<file path="src/rtl/mem_port_arbiter_if.sv">
// rtl/mem_port_arbiter_if.sv - fetch, data and memory port signal bundle for the arbiter
interface mem_port_arbiter_if #(
    parameter int WORD_SIZE = 16
);
    logic                 i_read;
    logic [WORD_SIZE-1:0] i_address;
    logic                 i_cancel;
    logic                 i_ack;
    logic [WORD_SIZE-1:0] i_rdata;
    logic                 i_busy;

    logic                 d_read;
    logic                 d_write;
    logic [WORD_SIZE-1:0] d_address;
    logic [WORD_SIZE-1:0] d_wdata;
    logic                 d_ack;
    logic [WORD_SIZE-1:0] d_rdata;
    logic                 d_busy;

    logic                 mem_read;
    logic                 mem_write;
    logic [WORD_SIZE-1:0] mem_address;
    logic [WORD_SIZE-1:0] mem_wdata;
    logic                 mem_ack;
    logic [WORD_SIZE-1:0] mem_rdata;

    // Arbiter side: serves the two requesters and drives the memory command
    modport slave (
        input  i_read, i_address, i_cancel,
        output i_ack, i_rdata, i_busy,
        input  d_read, d_write, d_address, d_wdata,
        output d_ack, d_rdata, d_busy,
        output mem_read, mem_write, mem_address, mem_wdata,
        input  mem_ack, mem_rdata
    );

    // Environment side: CPU requesters plus the memory
    modport master (
        output i_read, i_address, i_cancel,
        input  i_ack, i_rdata, i_busy,
        output d_read, d_write, d_address, d_wdata,
        input  d_ack, d_rdata, d_busy,
        input  mem_read, mem_write, mem_address, mem_wdata,
        output mem_ack, mem_rdata
    );
endinterface

</file>
<file path="src/rtl/mem_port_arbiter.sv">
// rtl/mem_port_arbiter.sv - fetch/data arbiter onto one shared memory port with fetch starvation guard
module mem_port_arbiter #(
    parameter int WORD_SIZE    = 16,
    parameter int STARVE_LIMIT = 4
) (
    input logic              clk,
    input logic              reset,
    mem_port_arbiter_if.slave bus
);
    typedef enum logic [1:0] {
        IDLE   = 2'd0,
        BUSY_I = 2'd1,
        BUSY_D = 2'd2,
        RESP   = 2'd3
    } state_t;

    localparam logic [3:0] STREAK_MAX = 4'(STARVE_LIMIT);

    state_t               state_q;
    logic [3:0]           streak_q;
    logic [3:0]           streak_d;
    logic                 drop_q;
    logic                 mem_read_q;
    logic                 mem_write_q;
    logic [WORD_SIZE-1:0] mem_address_q;
    logic [WORD_SIZE-1:0] mem_wdata_q;
    logic [WORD_SIZE-1:0] i_rdata_q;
    logic [WORD_SIZE-1:0] d_rdata_q;
    logic                 i_ack_q;
    logic                 d_ack_q;

    logic                 i_pending;
    logic                 d_pending;
    logic                 take_i;
    logic                 take_d;

    // Grant decision in IDLE and next value of the consecutive-data-grant streak
    always_comb begin
        i_pending = bus.i_read & ~bus.i_cancel;
        d_pending = bus.d_read | bus.d_write;
        take_d    = (state_q == IDLE) & d_pending & (~i_pending | (streak_q < STREAK_MAX));
        take_i    = (state_q == IDLE) & i_pending & ~take_d;
        streak_d  = streak_q;
        if (take_i) begin
            streak_d = 4'd0;
        end else if (take_d) begin
            if (bus.i_read) begin
                // saturate so a cancelled fetch cannot push the streak past the limit
                streak_d = (streak_q < STREAK_MAX) ? streak_q + 4'd1 : streak_q;
            end else begin
                streak_d = 4'd0;
            end
        end
    end

    // Access sequencer: grant, wait for memory completion, one response cycle
    always_ff @(posedge clk or posedge reset) begin
        if (reset) begin
            state_q       <= IDLE;
            streak_q      <= 4'd0;
            drop_q        <= 1'b0;
            mem_read_q    <= 1'b0;
            mem_write_q   <= 1'b0;
            mem_address_q <= '0;
            mem_wdata_q   <= '0;
            i_rdata_q     <= '0;
            d_rdata_q     <= '0;
            i_ack_q       <= 1'b0;
            d_ack_q       <= 1'b0;
        end else begin
            i_ack_q  <= 1'b0;
            d_ack_q  <= 1'b0;
            streak_q <= streak_d;
            case (state_q)
                IDLE: begin
                    if (take_d) begin
                        state_q       <= BUSY_D;
                        // both strobes high means a write
                        mem_read_q    <= ~bus.d_write;
                        mem_write_q   <= bus.d_write;
                        mem_address_q <= bus.d_address;
                        mem_wdata_q   <= bus.d_wdata;
                    end else if (take_i) begin
                        state_q       <= BUSY_I;
                        mem_read_q    <= 1'b1;
                        mem_write_q   <= 1'b0;
                        mem_address_q <= bus.i_address;
                        drop_q        <= 1'b0;
                    end
                end
                BUSY_I: begin
                    if (bus.mem_ack) begin
                        mem_read_q <= 1'b0;
                        drop_q     <= 1'b0;
                        // a flush that lands on the completion cycle also discards the word
                        if (drop_q | bus.i_cancel) begin
                            state_q <= IDLE;
                        end else begin
                            i_rdata_q <= bus.mem_rdata;
                            i_ack_q   <= 1'b1;
                            state_q   <= RESP;
                        end
                    end else if (bus.i_cancel) begin
                        drop_q <= 1'b1;
                    end
                end
                BUSY_D: begin
                    if (bus.mem_ack) begin
                        mem_read_q  <= 1'b0;
                        mem_write_q <= 1'b0;
                        d_rdata_q   <= bus.mem_rdata;
                        d_ack_q     <= 1'b1;
                        state_q     <= RESP;
                    end
                end
                RESP: begin
                    state_q <= IDLE;
                end
                default: begin
                    state_q <= IDLE;
                end
            endcase
        end
    end

    assign bus.mem_read    = mem_read_q;
    assign bus.mem_write   = mem_write_q;
    assign bus.mem_address = mem_address_q;
    assign bus.mem_wdata   = mem_wdata_q;
    assign bus.i_ack       = i_ack_q;
    assign bus.i_rdata     = i_rdata_q;
    assign bus.d_ack       = d_ack_q;
    assign bus.d_rdata     = d_rdata_q;
    assign bus.i_busy      = bus.i_read & ~i_ack_q;
    assign bus.d_busy      = (bus.d_read | bus.d_write) & ~d_ack_q;
endmodule
</file>
<file path="src/flat_wrapper.sv">
// flat-port wrapper written by rule: the top's interface ports become plain ports
module mem_port_arbiter_flat 
#(
    parameter int WORD_SIZE    = 16,
    parameter int STARVE_LIMIT = 4
)
  (clk, reset, bus_i_read, bus_i_address, bus_i_cancel, bus_i_ack, bus_i_rdata, bus_i_busy, bus_d_read, bus_d_write, bus_d_address, bus_d_wdata, bus_d_ack, bus_d_rdata, bus_d_busy, bus_mem_read, bus_mem_write, bus_mem_address, bus_mem_wdata, bus_mem_ack, bus_mem_rdata);
  mem_port_arbiter_if #(.WORD_SIZE(WORD_SIZE)) bus_i ();
  input logic clk;
  input logic reset;
  input wire logic [$bits(bus_i.i_read)-1:0] bus_i_read;
  input wire logic [$bits(bus_i.i_address)-1:0] bus_i_address;
  input wire logic [$bits(bus_i.i_cancel)-1:0] bus_i_cancel;
  output wire logic [$bits(bus_i.i_ack)-1:0] bus_i_ack;
  output wire logic [$bits(bus_i.i_rdata)-1:0] bus_i_rdata;
  output wire logic [$bits(bus_i.i_busy)-1:0] bus_i_busy;
  input wire logic [$bits(bus_i.d_read)-1:0] bus_d_read;
  input wire logic [$bits(bus_i.d_write)-1:0] bus_d_write;
  input wire logic [$bits(bus_i.d_address)-1:0] bus_d_address;
  input wire logic [$bits(bus_i.d_wdata)-1:0] bus_d_wdata;
  output wire logic [$bits(bus_i.d_ack)-1:0] bus_d_ack;
  output wire logic [$bits(bus_i.d_rdata)-1:0] bus_d_rdata;
  output wire logic [$bits(bus_i.d_busy)-1:0] bus_d_busy;
  output wire logic [$bits(bus_i.mem_read)-1:0] bus_mem_read;
  output wire logic [$bits(bus_i.mem_write)-1:0] bus_mem_write;
  output wire logic [$bits(bus_i.mem_address)-1:0] bus_mem_address;
  output wire logic [$bits(bus_i.mem_wdata)-1:0] bus_mem_wdata;
  input wire logic [$bits(bus_i.mem_ack)-1:0] bus_mem_ack;
  input wire logic [$bits(bus_i.mem_rdata)-1:0] bus_mem_rdata;
  assign bus_i.i_read = bus_i_read;
  assign bus_i.i_address = bus_i_address;
  assign bus_i.i_cancel = bus_i_cancel;
  assign bus_i_ack = bus_i.i_ack;
  assign bus_i_rdata = bus_i.i_rdata;
  assign bus_i_busy = bus_i.i_busy;
  assign bus_i.d_read = bus_d_read;
  assign bus_i.d_write = bus_d_write;
  assign bus_i.d_address = bus_d_address;
  assign bus_i.d_wdata = bus_d_wdata;
  assign bus_d_ack = bus_i.d_ack;
  assign bus_d_rdata = bus_i.d_rdata;
  assign bus_d_busy = bus_i.d_busy;
  assign bus_mem_read = bus_i.mem_read;
  assign bus_mem_write = bus_i.mem_write;
  assign bus_mem_address = bus_i.mem_address;
  assign bus_mem_wdata = bus_i.mem_wdata;
  assign bus_i.mem_ack = bus_mem_ack;
  assign bus_i.mem_rdata = bus_mem_rdata;
  mem_port_arbiter #(.WORD_SIZE(WORD_SIZE), .STARVE_LIMIT(STARVE_LIMIT)) u_core (.clk(clk), .reset(reset), .bus(bus_i));
endmodule
</file>
<file path="config.mk">
export PLATFORM = sky130hd
export DESIGN_NAME = mem_port_arbiter_flat
export DESIGN_NICKNAME = d
export VERILOG_FILES = /design/src/rtl/mem_port_arbiter_if.sv /design/src/rtl/mem_port_arbiter.sv /design/src/flat_wrapper.sv
export SDC_FILE = /design/constraint.sdc
export NUM_CORES = 1
export LEC_CHECK = 0
export ABC_AREA = 1
export CORE_MARGIN = 5
export CORE_UTILIZATION = 45
export DETAILED_ROUTE_END_ITERATION = 10
export PLACE_DENSITY = 0.83
export SLEW_MARGIN = 15
export SYNTH_ARGS = -nofsm -noshare
export SYNTH_HDL_FRONTEND = slang
export SYNTH_SLANG_ARGS = --single-unit
</file>
<file path="constraint.sdc">
create_clock -name clk -period 4.66 [get_ports clk]
set_clock_uncertainty 0.05 [all_clocks]
set_input_delay 0.699 -clock clk [delete_from_list [all_inputs] [get_ports clk]]
set_output_delay 0.699 -clock clk [all_outputs]
set_load 0.02 [all_outputs]
</file>
**Wiring by layer**

The bar under the picture is 20 µm long.
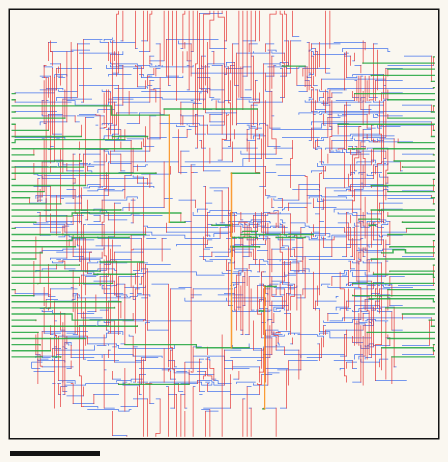
| colour | layer | wire length |
|---|---|---|
| green | metal 3 | 1190 µm |
| red | metal 2 | 4060 µm |
| blue | metal 1 | 3520 µm |
| orange | metal 4 | 89.8 µm |
WL/cell: 13.82 µm
drt total wl: 8.858 mm

**Signal wires on met3**

The bar under the picture is 20 µm long.
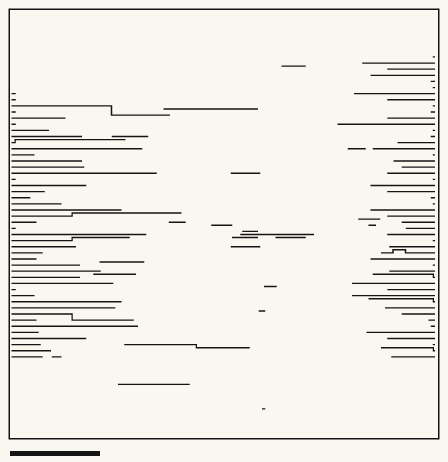
share of all routed wire: 13%
longest straight run: 32.0 µm
wire length on this layer: 1190 µm

==> flow_metrics.py <==
# Flow results
metrics = {
    "clock_tree": {
        "clock_path_buffers": 2,
        "cts_tree": "yes",
        "cts_resized": 0,
        "cts_sinks": 75,
        "clock_latency_ns": 0.33,
        "cts_max_level": 3,
        "numCtsBuffers": 9,
        "post_cts_buffers": 0,
        "hold_buffers": 0,
        "path_clk_slew_ns": 0.07,
    },
    "cells_and_area": {
        "seq_cells": 75,
        "fill_cells": 618,
        "synthToLayoutAreaGrowth_pct": 49.62,
        "register_area_um2": 1877,
        "final-nonclk-buf-share_pct": 28.90,
        "logic_area_um2": 1169,
        "sh_seq_area_pct": 38.50,
        "antenna_cells": 0,
        "clock_area_share_pct": 3.260,
        "layout.nets": 615,
        "stdcell_count": 641,
        "n_all_buffers": 141,
        "multi_input_comb_cells": 276,
        "drive_gt1_share_pct": 3.875,
        "dominant_cells": "sequential cells",
    },
    "worst_setup_path": {
        "crit_family": "buffers and inverters",
        "critPathBufInv": 2,
        "worst-path-max-fanout": 3,
        "required_ns": 3.91,
        "critPathSlowestCell": "clkdlybuf4s50_1",
        "critPathLaunchType": "input port",
        "timing_worst_setup_path_type": "in -> out",
        "critPathArrivalTime_ns": 2.17,
        "cp_slowest_stage_delay_ns": 0.64,
        "critPathCaptureType": "output port",
    },
    "synth": {
        "topCellsByArea": "dfrtp_1, nand2_1, o21ai_0, inv_1, ha_1",
        "top_area_share_pct": 57.60,
        "largest_area_cell": "dfrtp_1",
        "yosys_area_um2": 3258,
        "ys_cells": 400,
        "fp_nets": 476,
        "yosysWarnings": 0,
        "yosys.cell_types.count": 21,
        "synth.cell_area_um2": 3258,
        "ys_ff": 75,
    },
    "timing": {
        "worst_pin_slew_ns": 1.068,
        "final-max-slew-violation-count": 0,
        "hold_violations": 0,
        "fmax_mhz": 343.0,
        "period_needed_ns": 2.916,
        "finalCritPeriodShare_pct": 62.57,
        "rsz0062_at_grt": "false",
        "setup_viol": 0,
    },
    "routing": {
        "ant_nets": 0,
        "route.detailed.drc": 0,
        "drtIter0Drc": 139,
        "num_vias": 3057,
        "firstDrtPassIters": 4,
    },
    "die": {
        "initial_core_util_pct": 45.65,
        "die-area_um2": 9042,
        "dieWidth_um": 95.09,
    },
    "global_routing": {
        "antenna_found_initial": 0,
        "grt_pass1_wl_mm": 14.22,
        "grt_max_degree": 55,
        "grt_usage_pct": 20.15,
    },
    "place": {
        "hpwl_mm": 6.567,
        "place.gp.congestion": 0.8117,
        "io_buffers": 140,
        "dp.cells": 627,
    },
    "power_and_ir_drop": {
        "p_per_area_nw_per_um2": 667.6,
        "leakagePower_nw": 2.475,
    },
    "run": {
        "drv_cap": 0,
    },
    "min_path": {
        "hold_class": "reg -> reg",
    },
    "status": {
        "status": "finished clean",
    },
}
layer usage:
layer | up-vias | share of wire (%) | global-route usage (%)
li1 | 1491 | - | -
met1 | 1423 | 40 | 24.45
met2 | 134 | 46 | 31.60
met3 | 9 | 13 | 10.18
met4 | 0 | 1.0 | 5.769
met5 | - | 0 | 0
tightest hold or removal path, delay by kind of cell (launching register included):
kind,cells,cell delay (ns)
and+or+nand+nor,2,0.10
DFF,1,0.35
where the power goes:
part / internal, mW / leakage (nW) / switching, mW
clock: 0.203 / 0.0823 / 0.223
sequential: 0.943 / 0.947 / 0.159
combinational: 0.741 / 1.45 / 0.986
total: 1.89 / 2.48 / 1.37
cells in the final DEF (no fill, tap or decap), drive strengths merged:
cell           instances
nor2                  10
ha                     5
xnor2                  1
a21oi                  2
nor3                   1
clkdlybuf4s50        140
buf                    1
inv                   33
nand2                208
clkinv                 5
dfrtp                 75
nand3                 12
clkbuf                12
o22ai                  1
o21ai                 36
cell families (layout without fill, tap and decap cells):
kind of cell             count (synthesis)  after routing  share of synthesized area, %
buffers and inverters                   49            191                         6.528
AND/OR/NAND/NOR                        231            231                         27.65
XOR/XNOR                                 1              1                        0.2689
adder cells (fa/ha/maj)                  5              5                         1.920
AND-OR/OR-AND                           39             39                         6.029
flip-flops                              75             75                         57.60
metrics by stage:
step | setup slack, ns | utilization [%] | total power, mW | cell area (µm²) | hold slack [ns]
6_report | 1.744 | 68.30 | 3.254 | 4875 | 0.4295
5_1_grt | 1.691 | 68.30 | 3.513 | 4875 | 0.4460
3_5_place_dp | 1.721 | 66.06 | 2.850 | 4715 | 0.4114
2_1_floorplan | 2.001 | - | 2.089 | 3258 | 0.3919
3_3_place_gp | 1.739 | 66.06 | 2.787 | 4715 | 0.4048
4_1_cts | 1.761 | 68.29 | 3.290 | 4873 | 0.4293
Yosys cell counts (all sizes together):
| cell | count |
|---|---|
| o21ai | 36 |
| xnor2 | 1 |
| nand3 | 12 |
| nor2 | 10 |
| nand2 | 208 |
| o22ai | 1 |
| nor3 | 1 |
| dfrtp | 75 |
| buf | 6 |
| a21oi | 2 |
| clkbuf | 7 |
| inv | 34 |
| clkinv | 2 |
| ha | 5 |
flip-flops by register name, summed over array words and instances, names as in the netlist:
signal                  count
u_core.drop_q               1
u_core.bus.d_rdata         16
u_core.bus.mem_write        1
u_core.bus.mem_address     16
u_core.state_q              2
u_core.bus.i_ack            1
u_core.bus.d_ack            1
u_core.streak_q             4
u_core.bus.mem_read         1
u_core.bus.mem_wdata       16
u_core.bus.i_rdata         16
worst paths after layout:
kind,slack (ns),cells after the start,from,to
worst min-delay path,0.43,2,u_core.bus.mem_write,u_core.bus.mem_write
max in group asynchronous,2.91,3,reset,u_core.bus.i_rdata[9]
worst max-delay path,1.74,4,bus_d_write,bus_d_busy
min in group asynchronous,0.81,2,reset,u_core.bus.mem_wdata[15]
worst max register to register,2.40,10,u_core.state_q[0],u_core.bus.mem_address[14]
worst min register to register,0.43,2,u_core.bus.mem_write,u_core.bus.mem_write
Power and IR drop assume default switching activity.
